`src/rtl/agc_tone_source.sv`:
```
// Square-wave stimulus source for the AGC receive chain: amplitude alternates
// between latched low/high levels every DWELL transfers under valid/ready.
module agc_tone_source #(
  parameter int HALF_PERIOD = 8,
  parameter int DWELL       = 256,
  parameter int NUM_BURSTS  = 2
) (
  input  logic        ip_clock,
  input  logic        ip_reset,
  input  logic        ip_start,
  input  logic        ip_enable,
  input  logic [11:0] ip_amp_lo,
  input  logic [11:0] ip_amp_hi,
  input  logic        ip_ready,
  output logic [11:0] op_data,
  output logic        op_valid,
  output logic        op_busy,
  output logic        op_done
);
  localparam int PW = (2 * HALF_PERIOD > 1) ? $clog2(2 * HALF_PERIOD) : 1;
  localparam int DW = (DWELL > 1) ? $clog2(DWELL) : 1;
  localparam int BW = (NUM_BURSTS > 1) ? $clog2(NUM_BURSTS) : 1;

  typedef enum logic [1:0] {IDLE, LOW, HIGH, DONE} state_t;

  state_t        state, state_n;
  logic [10:0]   amp_lo, amp_hi;
  logic [PW-1:0] phase, phase_n;
  logic [DW-1:0] dwell, dwell_n;
  logic [BW-1:0] burst, burst_n;
  logic          fin, fin_n;
  logic          xfer, dwell_end;

  function automatic logic [10:0] clamp(input logic [11:0] v);
    return v[11] ? 11'h7FF : v[10:0];
  endfunction

  function automatic logic [11:0] tone(input state_t s, input logic [PW-1:0] ph);
    logic [11:0] a;
    a = {1'b0, (s == HIGH) ? amp_hi : amp_lo};
    return (ph < PW'(HALF_PERIOD)) ? a : (~a + 12'd1);
  endfunction

  assign xfer      = op_valid & ip_ready;
  assign dwell_end = (dwell == DW'(DWELL - 1));

  // Position of the sample that follows the one currently being transferred.
  always_comb begin
    state_n = state;
    burst_n = burst;
    fin_n   = 1'b0;
    dwell_n = dwell_end ? '0 : dwell + 1'b1;
    phase_n = (dwell_end || phase == PW'(2 * HALF_PERIOD - 1)) ? '0 : phase + 1'b1;
    if (dwell_end) begin
      if (state == LOW)                          state_n = HIGH;
      else if (burst == BW'(NUM_BURSTS - 1))     fin_n   = 1'b1;
      else begin
        state_n = LOW;
        burst_n = burst + 1'b1;
      end
    end
  end

  always_ff @(posedge ip_clock or negedge ip_reset) begin
    if (!ip_reset) begin
      state    <= IDLE;
      amp_lo   <= '0;
      amp_hi   <= '0;
      phase    <= '0;
      dwell    <= '0;
      burst    <= '0;
      fin      <= 1'b0;
      op_data  <= '0;
      op_valid <= 1'b0;
      op_busy  <= 1'b0;
      op_done  <= 1'b0;
    end else begin
      op_busy <= (state == LOW) || (state == HIGH);
      op_done <= 1'b0;
      case (state)
        IDLE: if (ip_start) begin
          state  <= LOW;
          amp_lo <= clamp(ip_amp_lo);
          amp_hi <= clamp(ip_amp_hi);
          phase  <= '0;
          dwell  <= '0;
          burst  <= '0;
          fin    <= 1'b0;
        end
        LOW, HIGH: begin
          if (fin) begin
            // One drain cycle after the final transfer before DONE.
            state   <= DONE;
            fin     <= 1'b0;
            op_done <= 1'b1;
          end else if (xfer) begin
            phase    <= phase_n;
            dwell    <= dwell_n;
            burst    <= burst_n;
            state    <= state_n;
            fin      <= fin_n;
            op_valid <= ip_enable & ~fin_n;
            op_data  <= tone(state_n, phase_n);
          end else if (op_valid) begin
            op_valid <= ip_enable;
          end else begin
            // Fresh start or resume after pause: present the pending sample.
            op_valid <= ip_enable;
            op_data  <= tone(state, phase);
          end
        end
        DONE:    state <= IDLE;
        default: state <= IDLE;
      endcase
    end
  end
endmodule

```
`config.mk`:
```
export PLATFORM = sky130hd
export DESIGN_NAME = agc_tone_source
export DESIGN_NICKNAME = d
export VERILOG_FILES = /design/src/rtl/agc_tone_source.sv
export SDC_FILE = /design/constraint.sdc
export NUM_CORES = 1
export LEC_CHECK = 0
export CAP_MARGIN = 40
export CORE_UTILIZATION = 55
export CTS_CLUSTER_DIAMETER = 150
export DETAILED_ROUTE_END_ITERATION = 7
export PLACE_DENSITY = 0.75
export SKIP_CTS_REPAIR_TIMING = 1
export SLEW_MARGIN = 20
export SYNTH_ARGS = -nofsm -noshare
export SYNTH_HDL_FRONTEND = slang
export SYNTH_SLANG_ARGS = --single-unit
```
`constraint.sdc`:
```
create_clock -name ip_clock -period 7.2 [get_ports ip_clock]
set_clock_uncertainty 0.15 [all_clocks]
set_input_delay 1.08 -clock ip_clock [delete_from_list [all_inputs] [get_ports ip_clock]]
set_output_delay 1.08 -clock ip_clock [all_outputs]
set_load 0.05 [all_outputs]
```
Figure 1. Floorplan with the power grid.
Bar = 20 um. Pins as bars on the die edge.
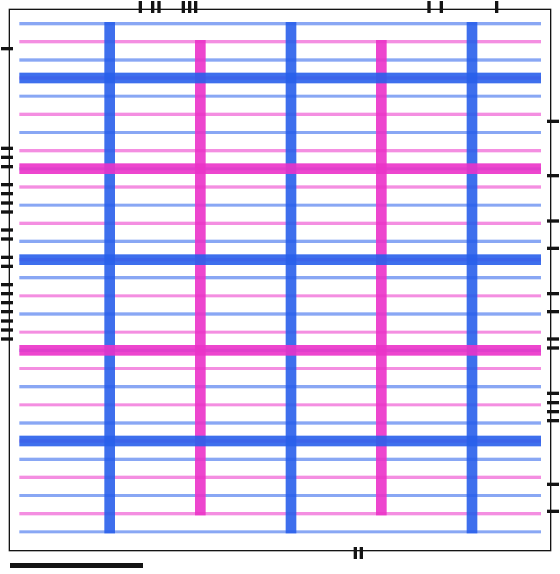
legend:
  blue:
    net: VSS
  magenta:
    net: VDD
met1 rails: 29
met5 straps: 5
signal pins: 44
rows: 28
Core ar.: 5960 um2
Die Ht: 80.9 um
horizontal die dimension: 80.9 um
worst vdd rail ir drop: 0.136 mV

Figure 2. Placement by cell class.
Bar = 20 um.
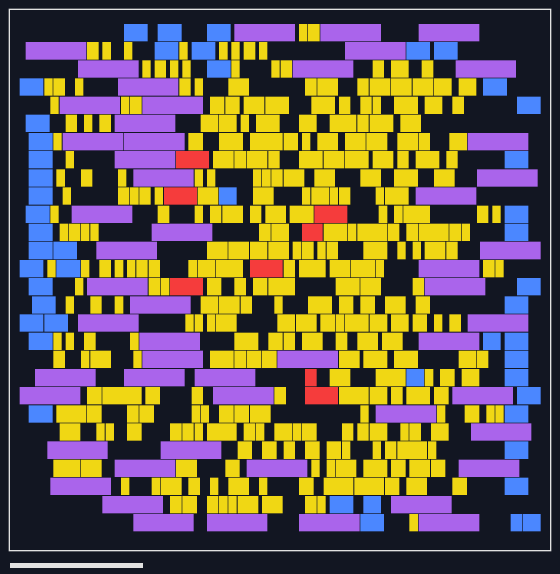
legend:
  yellow:
    class: remaining logic cells
    cells: 319
    share_of_their_area: 52%
  blue:
    class: remaining buffers and delay cells
    cells: 48
    share_of_their_area: 12%
  purple:
    class: registers
    cells: 53
    share_of_their_area: 34%
  red:
    class: clock drivers and dummy loads
    cells: 8
    share_of_their_area: 2.5%
fraction of area in registers: 33.3%
number of rows created at floorplan: 28
final standard cell utilization of the core: 67.0%

==> results_tabular.tex <==
% Implementation results table
\begin{tabular}{lr}
\hline
Metric & Value \\
\hline
\multicolumn{2}{l}{\textbf{GRT}} \\
\quad Number of antenna violations at the first check in global routing & 0 \\
\quad Routing usage on met1 & 39.8\% \\
\quad Pin count of the biggest net entering global routing & $\sim$54 \\
\quad First-pass GRT wire length & approximately 14 mm \\
\quad Vias in the first global route & approximately 2800 \\
\quad Total congestion overflow after global routing & 0 \\
\multicolumn{2}{l}{\textbf{Pwr}} \\
\quad Leakage power summed over all cells & about 0.0018 uW \\
\multicolumn{2}{l}{\textbf{Yosys}} \\
\quad Net count after synthesis & 429 \\
\quad Avg Inst Size Synth & 8.74 um2 \\
\quad Synthesized-area fraction occupied by xor and xnor cells & $\sim$7.7\% \\
\quad Cell count after synthesis & just under 400 \\
\quad Proportion of synthesized flip-flops having asynchronous set or reset & 100\% \\
\quad Number of synthesized flops with an enable pin & 0 \\
\quad Number of distinct standard cells referenced by the synthesized netlist & roughly 56 \\
\quad Post-synthesis share of cell area spent on and, or, nand and nor gates & 20.2\% \\
\quad Synth Warn \# & 0 \\
\quad Library cell with the highest instance count after synthesis & sky130\_fd\_sc\_hd\_\_nor2\_1 \\
\quad Area reported by Yosys stat & between 3000 and 4000 um2 \\
\multicolumn{2}{l}{\textbf{Timing}} \\
\quad Max-slew violations & 0 \\
\quad Setup repair after global routing missed its margin & no \\
\quad Cycle use final & between 50\% and 60\% \\
\quad Peak clock frequency supported by timing & $\sim$270 MHz \\
\multicolumn{2}{l}{\textbf{Clock tree}} \\
\quad Reg clk slew, reported paths & $\sim$0.10 ns \\
\quad H-tree depth reported by CTS & 2 \\
\quad Number of buffers created by CTS & 5 \\
\multicolumn{2}{l}{\textbf{Floorplan}} \\
\quad Num ports & 44 \\
\multicolumn{2}{l}{\textbf{Run status}} \\
\quad Status & completed \\
\multicolumn{2}{l}{\textbf{Worst setup path}} \\
\quad Critical path startpoint & dwell[0] \\
\quad Depth of the most critical reg-to-reg path & 11 \\
\quad R2r setup slk & roughly 3.5 ns \\
\quad CP cell instances & ha\_1 > and3\_1 > and2\_1 > a22oi\_2 > mux2i\_1 > ha\_1 > inv\_1 > o211ai\_1 > xor2\_1 > mux2i\_1 > a221o\_1 \\
\quad Worst endpoint data arrival time & between 3 and 4 ns \\
\quad Cell type of the slowest stage on the worst timing path & sky130\_fd\_sc\_hd\_\_a22oi\_2 \\
\multicolumn{2}{l}{\textbf{Run}} \\
\quad Tool warning count & 29 \\
\multicolumn{2}{l}{\textbf{Placed design}} \\
\quad Detailed Place HPWL & 6.01 mm \\
\quad Global placement routability congestion & between 0.9 and 1 \\
\multicolumn{2}{l}{\textbf{Worst hold path}} \\
\quad Kind of path behind the tightest hold check & reg2reg \\
\multicolumn{2}{l}{\textbf{Finish}} \\
\quad Cell area after layout & 3990 um2 \\
\multicolumn{2}{l}{\textbf{Drt}} \\
\quad Remaining DRCs & 0 \\
\hline
\end{tabular}
Figure 3. Clock wires, drivers and flops.
Bar = 20 um.
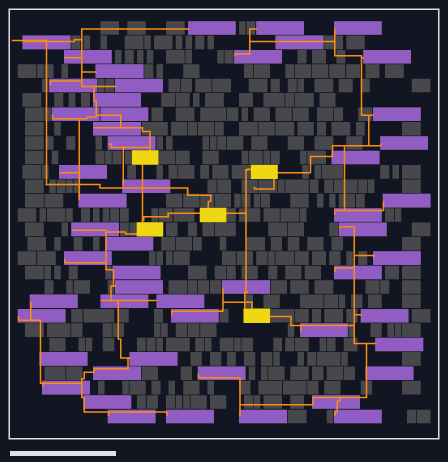
legend:
  orange:
    item: clock wires
    length: 656 um
  yellow:
    item: clock-net drivers
    count: 5
  purple:
    item: flip-flops
    count: 53
flops lie: all over the die
clk latency late pin: 0.31 ns
proportion of power drawn by the clock network: 26.7%
power in the clock group: 180 uW

Figure 4. Signal wires by layer.
Only two layers are drawn.
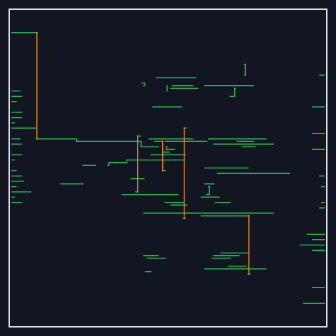
legend:
  orange:
    layer: M4
    wire_length: 87.0 um
  green:
    layer: M3
    wire_length: 439 um
final WL: 8.20 mm
routed wirelength normalized by instance count: 16.3 um
total vias in the final route: 3125

[worst max path at each step]
stage	slack, ns	cells past startpoint	endpoint
2_1_floorplan	4.37	11	op_data[10]
3_3_place_gp	3.76	11	op_data[10]
3_5_place_dp	3.52	11	op_data[10]
4_1_cts	3.49	11	op_data[10]
5_1_grt	3.30	11	op_data[10]
6_report	3.45	11	op_data[10]
[report_power, final]
part	internal, uW	leakage (uW)	total (uW)	switching (uW)
clock	78.3	0.0000512	180	101
sequential	319	0.000711	351	32.5
combinational	56.3	0.00102	140	84.1
[area by class of cell]
cell class	count	area [um2]	share of cell area, %
Inverter	10	37.5	0.941
Clock buffer	6	82.6	2.07
Timing Repair Buffer	48	463	11.6
Clock inverter	2	13.8	0.345
Sequential cell	53	1330	33.3
Tap cell	75	93.8	2.35
Multi-Input combinational cell	309	1970	49.4
[stage by stage]
step | hold slack (ns) | std cells | power [uW] | worst slack, ns
floorplan | 0.320 | 392 | 436 | 4.37
global placement | 0.313 | 493 | 482 | 3.76
detailed placement | 0.323 | 495 | 495 | 3.52
CTS | 0.345 | 503 | 676 | 3.49
global route | 0.380 | 503 | 705 | 3.30
finish | 0.337 | 503 | 671 | 3.45
[worst max-delay path, delay by kind of cell, from the launching register on]
family | cells | cell delay, ns
flops | 1 | 0.42
compound gates | 3 | 1.35
xor+xnor | 1 | 0.19
buf+inv | 1 | 0.14
mux | 2 | 0.45
simple gates | 2 | 0.39
fa+ha+maj | 2 | 0.56
[logic make-up after synthesis]
family	count (synthesis)
and+or+nand+nor	143
AOI/OAI and AO/OA	103
xor gates and xnor gates	30
muxes	25
buffers and inverters	30
DFF	53
adders and majority gates	8
[metal layers]
metal | vias to the layer above | part of all wire (%)
li1 | 1484 | -
met1 | 1507 | 48
met2 | 123 | 45
met3 | 11 | 5.4
met4 | 0 | 1.1
met5 | - | 0
[cells in the final DEF (no fill, tap or decap), types with 6 or more instances in the layout]
| master | n |
|---|---|
| sky130_fd_sc_hd__o21ai_0 | 22 |
| sky130_fd_sc_hd__a21oi_1 | 34 |
| sky130_fd_sc_hd__or3_1 | 6 |
| sky130_fd_sc_hd__nand3_1 | 10 |
| sky130_fd_sc_hd__and2_1 | 6 |
| sky130_fd_sc_hd__dfrtp_1 | 53 |
| sky130_fd_sc_hd__nor3_1 | 6 |
| sky130_fd_sc_hd__a31oi_1 | 6 |
| sky130_fd_sc_hd__clkbuf_8 | 6 |
| sky130_fd_sc_hd__mux2i_1 | 21 |
| sky130_fd_sc_hd__o311ai_0 | 6 |
| sky130_fd_sc_hd__a22oi_1 | 9 |
| sky130_fd_sc_hd__clkdlybuf4s50_1 | 42 |
| sky130_fd_sc_hd__ha_1 | 8 |
| sky130_fd_sc_hd__xor2_1 | 13 |
| sky130_fd_sc_hd__nor2_1 | 66 |
| sky130_fd_sc_hd__nand2_1 | 21 |
| sky130_fd_sc_hd__xnor2_1 | 17 |
| sky130_fd_sc_hd__inv_1 | 10 |
[state kept, by name (all words and copies together) (netlist names)]
signal / cells
amp_lo: 11
dwell: 8
burst: 1
phase: 4
amp_hi: 11
op_valid: 1
op_busy: 1
fin: 1
op_done: 1
op_data: 12
state: 2
Power and IR drop assume default switching activity.
